### src/rtl/base_and_or_arb.sv
`default_nettype none
// ============================================================================
// Module   : base_and_or_arb
// Brief    : Round-robin arbiter that shares one combinational AND/OR unit
//            between two valid/ready requesters and returns the registered
//            result on a single ID-tagged response channel.
// Revision : 1.0 - initial release
// ============================================================================
module base_and_or_arb #(
   parameter int WIDTH = 4
) (
   input  logic             clk,
   input  logic             rstN,
   // requester 0
   input  logic             req0Valid,
   output logic             req0Ready,
   input  logic             req0IsAnd,
   input  logic [WIDTH-1:0] req0A,
   input  logic [WIDTH-1:0] req0B,
   // requester 1
   input  logic             req1Valid,
   output logic             req1Ready,
   input  logic             req1IsAnd,
   input  logic [WIDTH-1:0] req1A,
   input  logic [WIDTH-1:0] req1B,
   // response channel
   output logic             respValid,
   input  logic             respReady,
   output logic             respId,
   output logic [WIDTH-1:0] respData,
   // shared logic unit
   output logic [WIDTH-1:0] luA,
   output logic [WIDTH-1:0] luB,
   output logic             luDoAnd,
   output logic             luDoOr,
   input  logic [WIDTH-1:0] luOut,
   input  logic             luIsAnd,
   // status
   output logic             opErr
);

   typedef enum logic [1:0] {
      ST_IDLE  = 2'd0,
      ST_ISSUE = 2'd1,
      ST_RESP  = 2'd2
   } state_t;

   state_t           r_state;
   state_t           w_state_nxt;

   logic             r_rr_ptr;
   logic [WIDTH-1:0] r_cap_a;
   logic [WIDTH-1:0] r_cap_b;
   logic             r_cap_op;
   logic             r_cap_id;
   logic             r_resp_valid;
   logic             r_resp_id;
   logic [WIDTH-1:0] r_resp_data;
   logic             r_op_err;

   logic             w_idle;
   logic             w_issue;
   logic             w_grant0;
   logic             w_grant1;
   logic             w_accept;
   logic             w_resp_hs;

   assign w_idle  = (r_state == ST_IDLE);
   assign w_issue = (r_state == ST_ISSUE);

   // A lone valid requester always wins; on contention rrPtr picks the winner.
   assign w_grant0  = req0Valid & (~req1Valid | ~r_rr_ptr);
   assign w_grant1  = req1Valid & (~req0Valid |  r_rr_ptr);
   assign w_accept  = w_idle & (w_grant0 | w_grant1);
   assign w_resp_hs = r_resp_valid & respReady;

   // Ready only in IDLE, so nothing is accepted while an operation is in flight.
   assign req0Ready = w_idle & w_grant0;
   assign req1Ready = w_idle & w_grant1;

   // Operands stay parked on the unit; only the selects pulse during ISSUE.
   assign luA     = r_cap_a;
   assign luB     = r_cap_b;
   assign luDoAnd = w_issue &  r_cap_op;
   assign luDoOr  = w_issue & ~r_cap_op;

   assign respValid = r_resp_valid;
   assign respId    = r_resp_id;
   assign respData  = r_resp_data;
   assign opErr     = r_op_err;

   // State register.
   always_ff @(posedge clk or negedge rstN) begin
      if (!rstN) begin
         r_state <= ST_IDLE;
      end else begin
         r_state <= w_state_nxt;
      end
   end

   // Next-state logic: IDLE -> ISSUE on accept, ISSUE -> RESP always,
   // RESP -> IDLE on response handshake.
   always_comb begin
      w_state_nxt = r_state;
      case (r_state)
         ST_IDLE: begin
            if (w_accept) begin
               w_state_nxt = ST_ISSUE;
            end
         end
         ST_ISSUE: begin
            w_state_nxt = ST_RESP;
         end
         ST_RESP: begin
            if (w_resp_hs) begin
               w_state_nxt = ST_IDLE;
            end
         end
         default: begin
            w_state_nxt = ST_IDLE;
         end
      endcase
   end

   // Capture the granted request's operands, opcode and ID on acceptance.
   always_ff @(posedge clk or negedge rstN) begin
      if (!rstN) begin
         r_cap_a  <= '0;
         r_cap_b  <= '0;
         r_cap_op <= 1'b0;
         r_cap_id <= 1'b0;
      end else if (w_accept) begin
         r_cap_a  <= w_grant1 ? req1A     : req0A;
         r_cap_b  <= w_grant1 ? req1B     : req0B;
         r_cap_op <= w_grant1 ? req1IsAnd : req0IsAnd;
         r_cap_id <= w_grant1;
      end
   end

   // Register the unit result at the end of ISSUE and hold it until consumed;
   // the round-robin pointer moves past whoever was just served.
   always_ff @(posedge clk or negedge rstN) begin
      if (!rstN) begin
         r_resp_valid <= 1'b0;
         r_resp_id    <= 1'b0;
         r_resp_data  <= '0;
         r_rr_ptr     <= 1'b0;
      end else if (w_issue) begin
         r_resp_valid <= 1'b1;
         r_resp_id    <= r_cap_id;
         r_resp_data  <= luOut;
         r_rr_ptr     <= ~r_cap_id;
      end else if (w_resp_hs) begin
         r_resp_valid <= 1'b0;
      end
   end

   // Sticky mode-flag check; luIsAnd is only meaningful while ISSUE is active.
   always_ff @(posedge clk or negedge rstN) begin
      if (!rstN) begin
         r_op_err <= 1'b0;
      end else if (w_issue && (luIsAnd != r_cap_op)) begin
         r_op_err <= 1'b1;
      end
   end

endmodule
`default_nettype wire
### config.mk
export PLATFORM = sky130hd
export DESIGN_NAME = base_and_or_arb
export DESIGN_NICKNAME = d
export VERILOG_FILES = /design/src/rtl/base_and_or_arb.sv
export SDC_FILE = /design/constraint.sdc
export NUM_CORES = 1
export LEC_CHECK = 0
export ABC_CLOCK_PERIOD_IN_PS = 1320
export CAP_MARGIN = 20
export CORE_ASPECT_RATIO = 0.9
export CORE_MARGIN = 2
export CORE_UTILIZATION = 35
export DETAILED_ROUTE_END_ITERATION = 10
export PLACE_DENSITY_LB_ADDON = 0.2
export REMOVE_ABC_BUFFERS = 1
export SLEW_MARGIN = 15
export SYNTH_ARGS = -nofsm -noshare
export SYNTH_HDL_FRONTEND = slang
export SYNTH_SLANG_ARGS = --single-unit
### constraint.sdc
create_clock -name clk -period 1.32 [get_ports clk]
set_clock_uncertainty 0.2 [all_clocks]
set_input_delay 0.264 -clock clk [delete_from_list [all_inputs] [get_ports clk]]
set_output_delay 0.264 -clock clk [all_outputs]
set_load 0.1 [all_outputs]
==> run_1/ff_map.png <==
Drawn at 8 px/um.
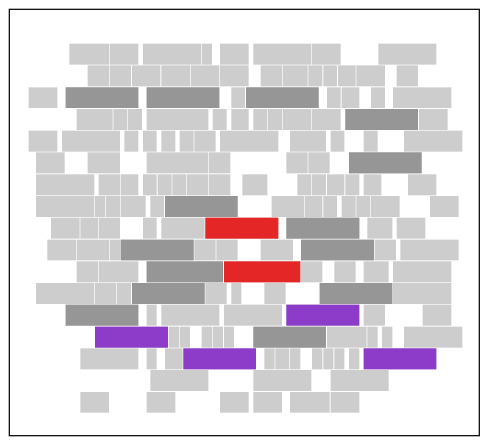
| netlist name | colour | sequential cells |
|---|---|---|
| r_state | red | 2 |
| respData | purple | 4 |
not coloured: 14

==> run_1/util_map.png <==
Drawn at 6 px/um. The die is cut into 12 by 11 equal tiles; white is low, dark blue is high, 0 to 100% covered.
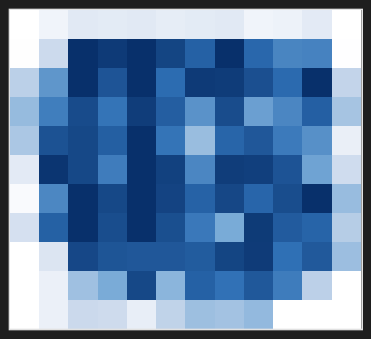
densest ninth of the die: centre
emptiest ninth of the die: south-west
tiles over 75% full: 47%
fullest tile: 100%
mean over tiles: 59%
nearly empty tiles: 8.3%

==> run_1/layers.png <==
Drawn at 8 px/um.
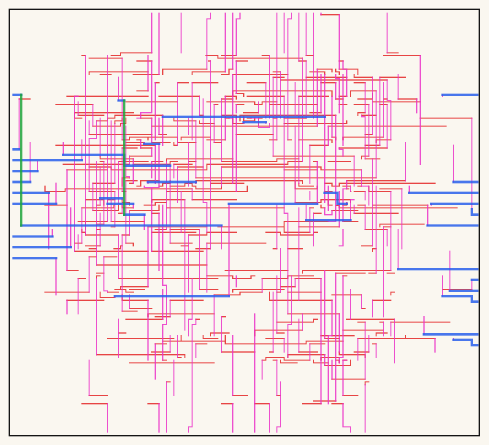
| layer | colour | wire length |
|---|---|---|
| M2 | magenta | 1,410 um |
| M3 | blue | 215 um |
| M1 | red | 1,240 um |
| M4 | green | 30.6 um |

==> summary.txt, run 1 <==
run results: CTS tree done, ys flops 20, Worst-Margin Slew 311 ps, IO Port Bufs 46, Critical Path AT 1310 ps, first-pass GRT wire length 4080 um, Die W 58.6 um, FA/HA/MAJ Cells, Area Fraction 0%, status complete, but fails checks, Synth Cell Area 938 sq um, FF-to-FF End luA[0]$_DFFE_PN0P_, chip height 53.1 um, Max Slew Vio Count 0, Post-Route Utilization 74.4%, Placed Area 1710 sq um, H-tree Lvls 1, Critical Path RT 860 ps, routed via count 1,024, Area growth, synth to finish 99.1%, Total Wirelength 2900 um, WL met1 1240 um, Top delay family on crit path flip-flops, post-layout period usage 135%, Worst slew margin 79.1%, vias in the first global route 924, GPL Wtd Cong 0.914, maximum fanout along the worst path 3, Min Hold Slack 85.2 ps, tool warnings 27, Cells after Synth 101, DR iter-0 viols 47, CP Cell Sequence buf_6 -> nor2b_4 -> and2_4 -> buf_12, initial antenna violation count 0, WS Path Type flip-flop to output port, Critical path destination luDoAnd, FP Util 37.4%, Chip Area, Yosys 938 sq um, RSZ-0062 raised after global routing true, Top Metal Used met4, Reg clk slew, reported paths 120 ps, met3 routed WL 215 um, Antenna Nets Post-Route 0, compound-cell area share of the yosys netlist 20.4%, All-Layer GR Usage 18.1%, register share after synthesis 53.3%, slowest stage cell, crit path dfrtp_1, final setup violation count 29, Core Footprint 2510 sq um, max-cap violations 0, Reg2Reg Depth 5, share of cells above drive strength 1 36.0%, CP peak stage delay 420 ps, Yosys Instances 101, startpoint types flip-flop, fmax 562 MHz, failing checks design-rule violations, negative setup slack, row count 17, Final Hold Viols 0, Ant. Diodes 0, hold_buf cts 0, XOR Share, Synth 0.933%, reg-to-reg setup timing slack -170 ps, metal2 WL 1410 um, Finished Cell Area 1870 sq um, critical path depth in cells 4, routed len/inst 15.1 um, Finished Layout Cells 192, dpl hpwl 1940 um, worst setup margin -459 ps, final worst path period need 1780 ps, Yosys warning count 0, DRC 3, Clock Path Buffers 2, CP Launch Point r_state[0]$_DFFE_PN0P_
==> run 1: flip-flops by register name (all words and copies together), names as in the netlist <==
signal,flops
luB,4
r_cap_id,1
r_state,2
respValid,1
respData,4
r_cap_op,1
luA,4
opErr,1
r_rr_ptr,1
respId,1
==> run 1: synthesized netlist by cell type (all sizes together) <==
master | n | area share (%)
dfrtp | 20 | 53
nand2 | 16 | 6.4
o21ai | 11 | 5.9
a21oi | 10 | 5.3
a31oi | 9 | 7.6
nand3 | 9 | 4.8
buf | 4 | 3.5
clkbuf | 3 | 1.2
inv | 3 | 1.2
nor2 | 3 | 1.2
and2 | 2 | 1.6
and3 | 2 | 1.3
nand2b | 2 | 1.3
nor2b | 2 | 1.3
a21o | 1 | 0.80
nand3b | 1 | 0.80
o21bai | 1 | 0.80
or2 | 1 | 0.67
xor2 | 1 | 0.93
==> run 1: area by class of cell <==
type,instances,area [sq um]
timing repair buffer,65,820
fill,175,642
sequential,20,503
multi-input combinational,72,463
clock buffer,4,36.3
tap,28,35.0
inverter,3,11.3
==> run 1: what timing repair did <==
| action | 4_1_cts | 5_1_grt |
|---|---|---|
| hold endpoints to repair | 0 | 0 |
| pin swaps | 2 | 5 |
| setup buffers | 3 | 2 |
| resized | 12 | 11 |
| cloned | 0 | 1 |
| endpoints found under the setup margin | 29 | 35 |
==> run 1: metal layers <==
layer  vias to the layer above  GRT usage [%]
met5                         -              0
met4                         0           6.82
met3                         4           6.60
met2                        47           27.5
met1                       492           23.6
li1                        481              -
--- run 2 (diff from run 1) ---
--- a/config.mk
+++ b/config.mk
@@ -17,3 +17,4 @@
 export SYNTH_ARGS = -nofsm -noshare
 export SYNTH_HDL_FRONTEND = slang
 export SYNTH_SLANG_ARGS = --single-unit
+export TNS_END_PERCENT = 10
==> run 2 against run 1 <==
Against the previous run:
- critical endpoint unchanged
- the run still ends with design-rule violations, negative setup slack left
- sequential share of layout area up 1.0 points
- first-iteration DRC count decreased by 40%
- cell count shrank 2.6%
- largest cell class unchanged
==> summary.txt, run 2 <==
run results: Hold WC Path Type input pin to asynchronous set/reset pin (unchanged), final net count 188 (was 193), dpl hpwl 1940 um (unchanged), CP Launch Point r_state[0]$_DFFE_PN0P_ (unchanged), largest net degree at the start of global routing 21 (unchanged), Max Slew Vio Count 0 (unchanged), tool warnings 27 (unchanged), placed cells 183 (unchanged), H-tree Lvls 1 (unchanged), CP Cell Sequence buf_6 -> nor2b_4 -> and2_4 -> buf_12 (unchanged), area share, top type 53.3% (unchanged), Worst-Margin Slew 302 ps (was 311 ps), clk root buf clkbuf_4 (unchanged), DR iter-0 viols 28 (was 47), clk latency late pin 310 ps (about the same), routed len/inst 13.7 um (was 15.1 um), Mapped Avg Cell Area 9.29 sq um (unchanged), Critical Path RT 860 ps (about the same), initial antenna violation count 0 (unchanged), ys flops 20 (unchanged), GR Overflow Total 0 (unchanged), Post-Route Utilization 71.5% (was 74.4%), first-pass GRT wire length 3980 um (was 4080 um), max-cap violations 0 (unchanged), asr flop ratio synth 100% (unchanged), Synth top cell by count dfrtp_1 (unchanged), # fillers 180 (was 175), final setup violation count 28 (was 29), grt met2 use 26.4% (was 27.5%), worst setup margin -451 ps (was -459 ps), All-Layer GR Usage 17.7% (was 18.1%), RSZ-0062 raised after global routing true (unchanged), Total Wirelength 2560 um (was 2900 um), fmax 565 MHz (was 562 MHz), DRC 3 (unchanged), Placed Area 1710 sq um (unchanged), Die W 58.6 um (unchanged), commonest cells after routing, fill and taps aside 26 x clkdlybuf4s50_1, 20 x buf_12, 19 x dfrtp_1, 16 x nand2_1, 13 x buf_4 (was 26 x clkdlybuf4s50_1, 20 x buf_12, 18 x dfrtp_1, 16 x buf_4, 15 x nand2_1), status complete, but fails checks (unchanged), Reg clk slew, reported paths 120 ps (about the same), final worst path period need 1770 ps (was 1780 ps), slowest stage cell, crit path dfrtp_1 (unchanged), gr busiest metal met2 (unchanged), GPL Wtd Cong 0.914 (unchanged), Core Footprint 2510 sq um (unchanged), Chip Area, Yosys 938 sq um (unchanged), startpoint types flip-flop (unchanged), Yosys warning count 0 (unchanged), WL met1 1110 um (was 1240 um), Reg-to-Reg Start r_state[1]$_DFFE_PN0P_ (unchanged), Cells after Synth 101 (unchanged), Finished Cell Area 1790 sq um (was 1870 sq um), Antenna Nets Post-Route 0 (unchanged), largest area contributor in the netlist dfrtp_1 (unchanged), CTS tree done (unchanged), failing checks design-rule violations, negative setup slack (unchanged), share of cells above drive strength 1 32.1% (was 36.0%), Yosys cell types 22 (unchanged), drt pass-1 iters 7 (unchanged), Commonest flop dfrtp_1 (unchanged), Finished Layout Cells 187 (was 192), post-layout period usage 134% (was 135%), row count 17 (unchanged), FP Util 37.4% (unchanged), WS Path Type flip-flop to output port (unchanged), routed via count 947 (was 1,024), Clock Path Buffers 2 (unchanged), Top Metal Used met4 (unchanged), setup tns final -3660 ps (was -3980 ps), Synth Cell Area 938 sq um (unchanged), IO Port Bufs 46 (unchanged), Via density 5.06 (was 5.33), pre-CTS WS -471 ps (unchanged), Min Hold Slack 82.4 ps (was 85.2 ps), die area 3110 sq um (unchanged), io pins 47 (unchanged), met3 routed WL 227 um (was 215 um), hold_buf cts 0 (unchanged), Synth top cells by count 20 x dfrtp_1, 16 x nand2_1, 11 x o21ai_0, 10 x a21oi_1, 9 x nand3_1 (unchanged), Final Hold Viols 0 (unchanged), Critical Path AT 1310 ps (about the same), met3 Usage GRT 6.85% (was 6.60%), Critical Path Sink Type output port (unchanged), chip height 53.1 um (unchanged), vias in the first global route 906 (was 924), Post-synth EDFFs 0 (unchanged), maximum fanout along the worst path 3 (unchanged), Area growth, synth to finish 91.2% (was 99.1%), metal2 WL 1210 um (was 1410 um), postcts setup bufs 0 (was 3), CP peak stage delay 420 ps (about the same), Ant. Diodes 0 (unchanged), Worst slew margin 79.7% (was 79.1%), Yosys Instances 101 (unchanged), most frequent logic cell in the layout clkdlybuf4s50_1 (unchanged), met1 Usage GRT 23.2% (was 23.6%), register share after synthesis 53.3% (unchanged), Top area cell types dfrtp_1 53%, nand2_1 6.4%, o21ai_0 5.9% (unchanged)
run 2: cell types whose count changed in the layout (fill, tap and decap cells not counted), sizes merged:
cell	delta
buf	-4
and2	-1
run 2: path summary, 6_finish.rpt:
check | endpoint | slack, ps | depth (start not counted)
setup / recovery | luDoAnd | -450 | 4
min in group clk | r_rr_ptr$_DFFE_PN0P_ | 260 | 1
hold reg to reg | r_rr_ptr$_DFFE_PN0P_ | 260 | 1
hold / removal | r_state[1]$_DFFE_PN0P_ | 80 | 2
setup reg to reg | luA[0]$_DFFE_PN0P_ | -120 | 4
max in group asynchronous | r_state[1]$_DFFE_PN0P_ | 700 | 2
run 2: area by class of cell:
class / count / area (sq um) / area share [%]
sequential: 20 / 502 / 28.0
inverter: 3 / 11.3 / 0.628
tap: 28 / 35.0 / 1.95
clock buffer: 4 / 36.3 / 2.02
timing repair buffer: 61 / 782 / 43.6
multi-input combinational: 71 / 428 / 23.8
run 2: critical path: cells and delay by family, from the launching register on:
family,cells,cell delay (ps)
AND/OR/NAND/NOR,2,290
flip-flops,1,420
buffers and inverters,2,290
run 2: kinds of logic after synthesis:
logic type             synth area share, %
AND/OR/NAND/NOR                       19.5
AND-OR/OR-AND                         20.4
flip-flops                            53.3
buffers and inverters                 5.87
XOR/XNOR                             0.934
run 2: timing repair:
item                       in CTS  in global routing
pin swaps                       2                  2
gates resized                  10                  5
cloned                          0                  0
setup endpoints to repair      29                 30
==> run_2/layers.png <==
Drawn at 8 px/um.
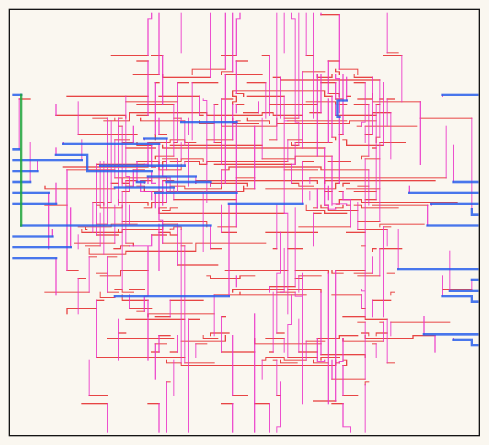
| layer | colour | wire length |
|---|---|---|
| M4 | green | 16.3 um |
| M3 | blue | 227 um |
| M1 | red | 1,110 um |
| M2 | magenta | 1,210 um |

==> run_2/clock_nets.png <==
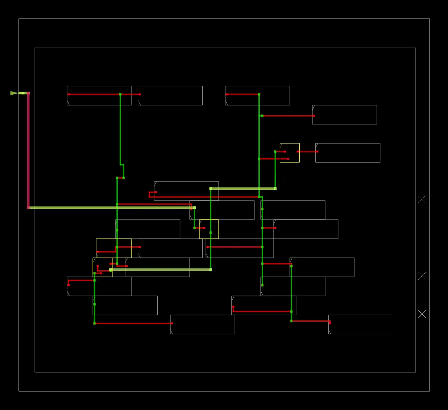
# clock sinks: 20
number of CTS-inserted buffers: 3
Clock buffer cells: 4

--- run 3 (diff from run 2) ---
--- a/config.mk
+++ b/config.mk
@@ -9,7 +9,8 @@
 export CAP_MARGIN = 20
 export CORE_ASPECT_RATIO = 0.9
 export CORE_MARGIN = 2
-export CORE_UTILIZATION = 35
+export CORE_UTILIZATION = 31
+export CTS_BUF_LIST = sky130_fd_sc_hd__clkbuf_4 sky130_fd_sc_hd__clkbuf_8
 export DETAILED_ROUTE_END_ITERATION = 10
 export PLACE_DENSITY_LB_ADDON = 0.2
 export REMOVE_ABC_BUFFERS = 1
==> constraint.sdc (replaced) <==
create_clock -name clk -period 1.32 [get_ports clk]
set_clock_uncertainty 0.2 [all_clocks]
set_input_delay 0.264 -clock clk [delete_from_list [all_inputs] [get_ports clk]]
set_output_delay 0.264 -clock clk [all_outputs]
set_load 0.01 [all_outputs]
==> run 3 against run 2 <==
Against the previous run:
- the flow finishes with violations (negative setup slack)
- highest routed layer unchanged
- largest cell class unchanged
- register-to-register slack improved by 30 ps
- sequential share of layout area increased by 3.7 points
- count of clock-buffer cells in the layout decreased by 1
- synthesized cell count unchanged
- flip-flop count unchanged
- critical path type unchanged
- fmax increased by 7.1%
- die size increased by 12%
- via count increased by 1.8%
- cell area decreased by 12%
==> summary.txt, run 3 <==
run results: status complete, but fails checks (unchanged), failing checks negative setup slack (was design-rule violations, negative setup slack), Critical Path AT 1190 ps (was 1310 ps), vias in the first global route 955 (was 906), IO Port Bufs 46 (unchanged), Critical Path RT 860 ps (about the same), commonest cells after routing, fill and taps aside 25 x clkdlybuf4s50_1, 20 x dfrtp_1, 17 x buf_2, 17 x buf_4, 16 x nand2_1 (was 26 x clkdlybuf4s50_1, 20 x buf_12, 19 x dfrtp_1, 16 x nand2_1, 13 x buf_4), compound-cell area share of the yosys netlist 20.4% (unchanged), Top area cell types dfrtp_1 53%, nand2_1 6.4%, o21ai_0 5.9% (unchanged), Hold WC Path Type input pin to asynchronous set/reset pin (unchanged), DRC 0 (was 3), most frequent logic cell in the layout clkdlybuf4s50_1 (unchanged), Clock Path Buffers 2 (unchanged), Cells after Synth 101 (unchanged), pre-CTS WS -671 ps (was -471 ps), WS Path Type flip-flop to output port (unchanged), clk root buf clkbuf_4 (unchanged), io pins 47 (unchanged), first-pass GRT wire length 3970 um (was 3980 um), GR Overflow Total 0 (unchanged), Ant. Diodes 0 (unchanged), max-cap violations 0 (unchanged), slowest stage cell, crit path dfrtp_1 (unchanged), H-tree Lvls 1 (unchanged), area share, top type 53.3% (unchanged), Reg clk slew, reported paths 120 ps (about the same), CP Cell Sequence nand2b_4 -> and3_1 -> buf_2 (was buf_6 -> nor2b_4 -> and2_4 -> buf_12), register share after synthesis 53.3% (unchanged), Yosys cell types 22 (unchanged), hold_buf cts 0 (unchanged), Via density 4.73 (was 5.06), Critical Path Sink Type output port (unchanged), XOR Share, Synth 0.933% (unchanged), Total Wirelength 2620 um (was 2560 um), Yosys warning count 0 (unchanged), Mapped Avg Cell Area 9.29 sq um (unchanged), Antenna Nets Post-Route 0 (unchanged), Chip Area, Yosys 938 sq um (unchanged), Yosys Instances 101 (unchanged), DR iter-0 viols 18 (was 28), initial antenna violation count 0 (unchanged), maximum fanout along the worst path 3 (unchanged), Post-Route Utilization 56.1% (was 71.5%), Die W 62.0 um (was 58.6 um), # clock sinks 20 (unchanged), Reg2Reg Depth 5 (was 4), ys flops 20 (unchanged), Worst slew margin 79.3% (was 79.7%), simple share 19.5% (unchanged), share of cells above drive strength 1 30.5% (was 32.1%), final worst path period need 1650 ps (was 1770 ps), Commonest flop dfrtp_1 (unchanged), fmax 605 MHz (was 565 MHz), All-Layer GR Usage 15.0% (was 17.7%), row count 18 (was 17), Mux cell area share 0% (unchanged), Final Hold Viols 0 (unchanged), final setup violation count 13 (was 28), Min Hold Slack 89.0 ps (was 82.4 ps), Area growth, synth to finish 68.4% (was 91.2%), WP buf/inv 1 (was 2), routed via count 964 (was 947), FA/HA/MAJ Cells, Area Fraction 0% (unchanged), critical path depth in cells 3 (was 4), reg-to-reg setup timing slack -90 ps (was -120 ps), Finished Layout Cells 204 (was 187), largest net degree at the start of global routing 21 (unchanged), number of CTS-inserted buffers 3 (unchanged), Worst-Margin Slew 307 ps (was 302 ps), largest area contributor in the netlist dfrtp_1 (unchanged), dpl hpwl 1910 um (was 1940 um), Placed Area 1560 sq um (was 1710 sq um), die area 3480 sq um (was 3110 sq um), # fillers 277 (was 180), CTS tree done (unchanged), Finished Cell Area 1580 sq um (was 1790 sq um), Max Slew Vio Count 0 (unchanged), GPL Wtd Cong 0.727 (was 0.914), routed len/inst 12.8 um (was 13.7 um), asr flop ratio synth 100% (unchanged), clk latency late pin 300 ps (was 310 ps), Dominant comb cell AND-OR/OR-AND gates (unchanged), chip height 56.2 um (was 53.1 um), Top delay family on crit path flip-flops (unchanged), Synth top cells by count 20 x dfrtp_1, 16 x nand2_1, 11 x o21ai_0, 10 x a21oi_1, 9 x nand3_1 (unchanged), placed cells 199 (was 183), tool warnings 27 (unchanged), Synth top cell by count dfrtp_1 (unchanged), post-layout period usage 125% (was 134%), RSZ-0062 raised after global routing true (unchanged), FP Util 33.3% (was 37.4%), drt pass-1 iters 5 (was 7), Synth Cell Area 938 sq um (unchanged), CP peak stage delay 430 ps (was 420 ps), Post-synth EDFFs 0 (unchanged), final net count 193 (was 188), setup tns final -1830 ps (was -3660 ps), Core Footprint 2820 sq um (was 2510 sq um), startpoint types flip-flop (unchanged), worst setup margin -334 ps (was -451 ps)
-- run 3: netlist changes by cell type in the layout (fill, tap and decap cells not counted), moves of 2 or more --
| cell | change |
|---|---|
| buf_2 | +17 |
| nor2_1 | +2 |
| buf_6 | +3 |
| nor2_2 | -2 |
| buf_4 | +4 |
| buf_12 | -19 |
-- run 3: final timing paths --
path / end / startpoint
setup / recovery: req1Ready / r_rr_ptr$_DFFE_PN0P_
hold / removal: r_state[0]$_DFFE_PN0P_ / rstN
setup reg to reg: luB[1]$_DFFE_PN0P_ / r_rr_ptr$_DFFE_PN0P_
hold reg to reg: r_rr_ptr$_DFFE_PN0P_ / r_cap_id$_DFFE_PN0P_
max in group asynchronous: luB[3]$_DFFE_PN0P_ / rstN
min in group clk: r_cap_id$_DFFE_PN0P_ / req1Valid
-- run 3: repair_timing --
item / in CTS / in global routing
buffers inserted: 1 / 0
pin swaps: 3 / 1
resized: 78 / 11
endpoints found under the setup margin: 29 / 28
-- run 3: final cells by class --
class	instances	area, sq um	share of cell area [%]
Clock buffer	3	22.5	1.43
Clock inverter	1	30.0	1.90
Inverter	3	11.3	0.713
Multi-Input combinational cell	71	413	26.1
Sequential cell	20	500	31.7
Tap cell	40	50.0	3.17
Timing Repair Buffer	66	553	35.0
-- run 3: kinds of logic (layout without fill, tap and decap cells) --
logic type	Yosys count	in the layout
xor gates and xnor gates	1	1
DFF	20	20
buffers and inverters	10	73
and+or+nand+nor	38	38
AOI/OAI and AO/OA	32	32
-- run 3: per-layer routing --
metal / up-vias / routed length (um) / GRT usage (%)
li1: 475 / - / -
met1: 448 / 1090 / 17.0
met2: 39 / 1290 / 26.6
met3: 2 / 226 / 4.19
met4: 0 / 8 / 3.65
met5: - / 0 / 0
==> run_3/ff_map.png <==
Drawn at 8 px/um.
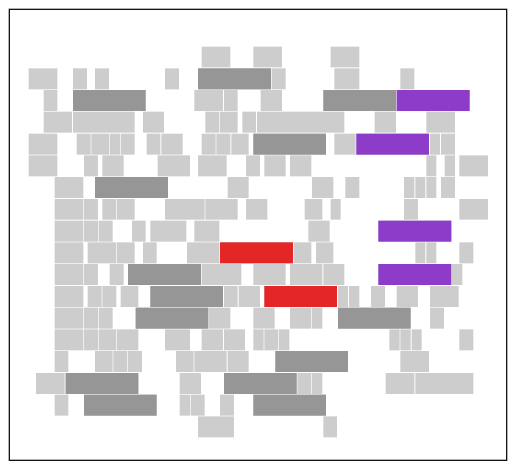
| netlist name | colour | sequential cells |
|---|---|---|
| respData | purple | 4 |
| r_state | red | 2 |

==> run_3/util_map.png <==
Drawn at 6 px/um. The die is cut into 6 by 6 equal tiles; white is low, dark blue is high, 0 to 100% covered.
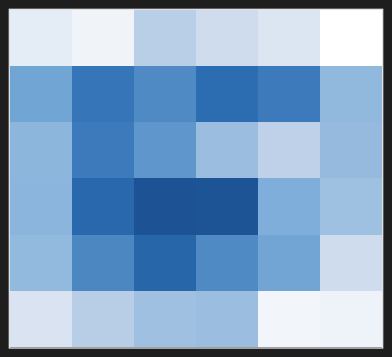
mean over tiles: 44%
fullest tile: 86%
nearly empty tiles: 2.8%

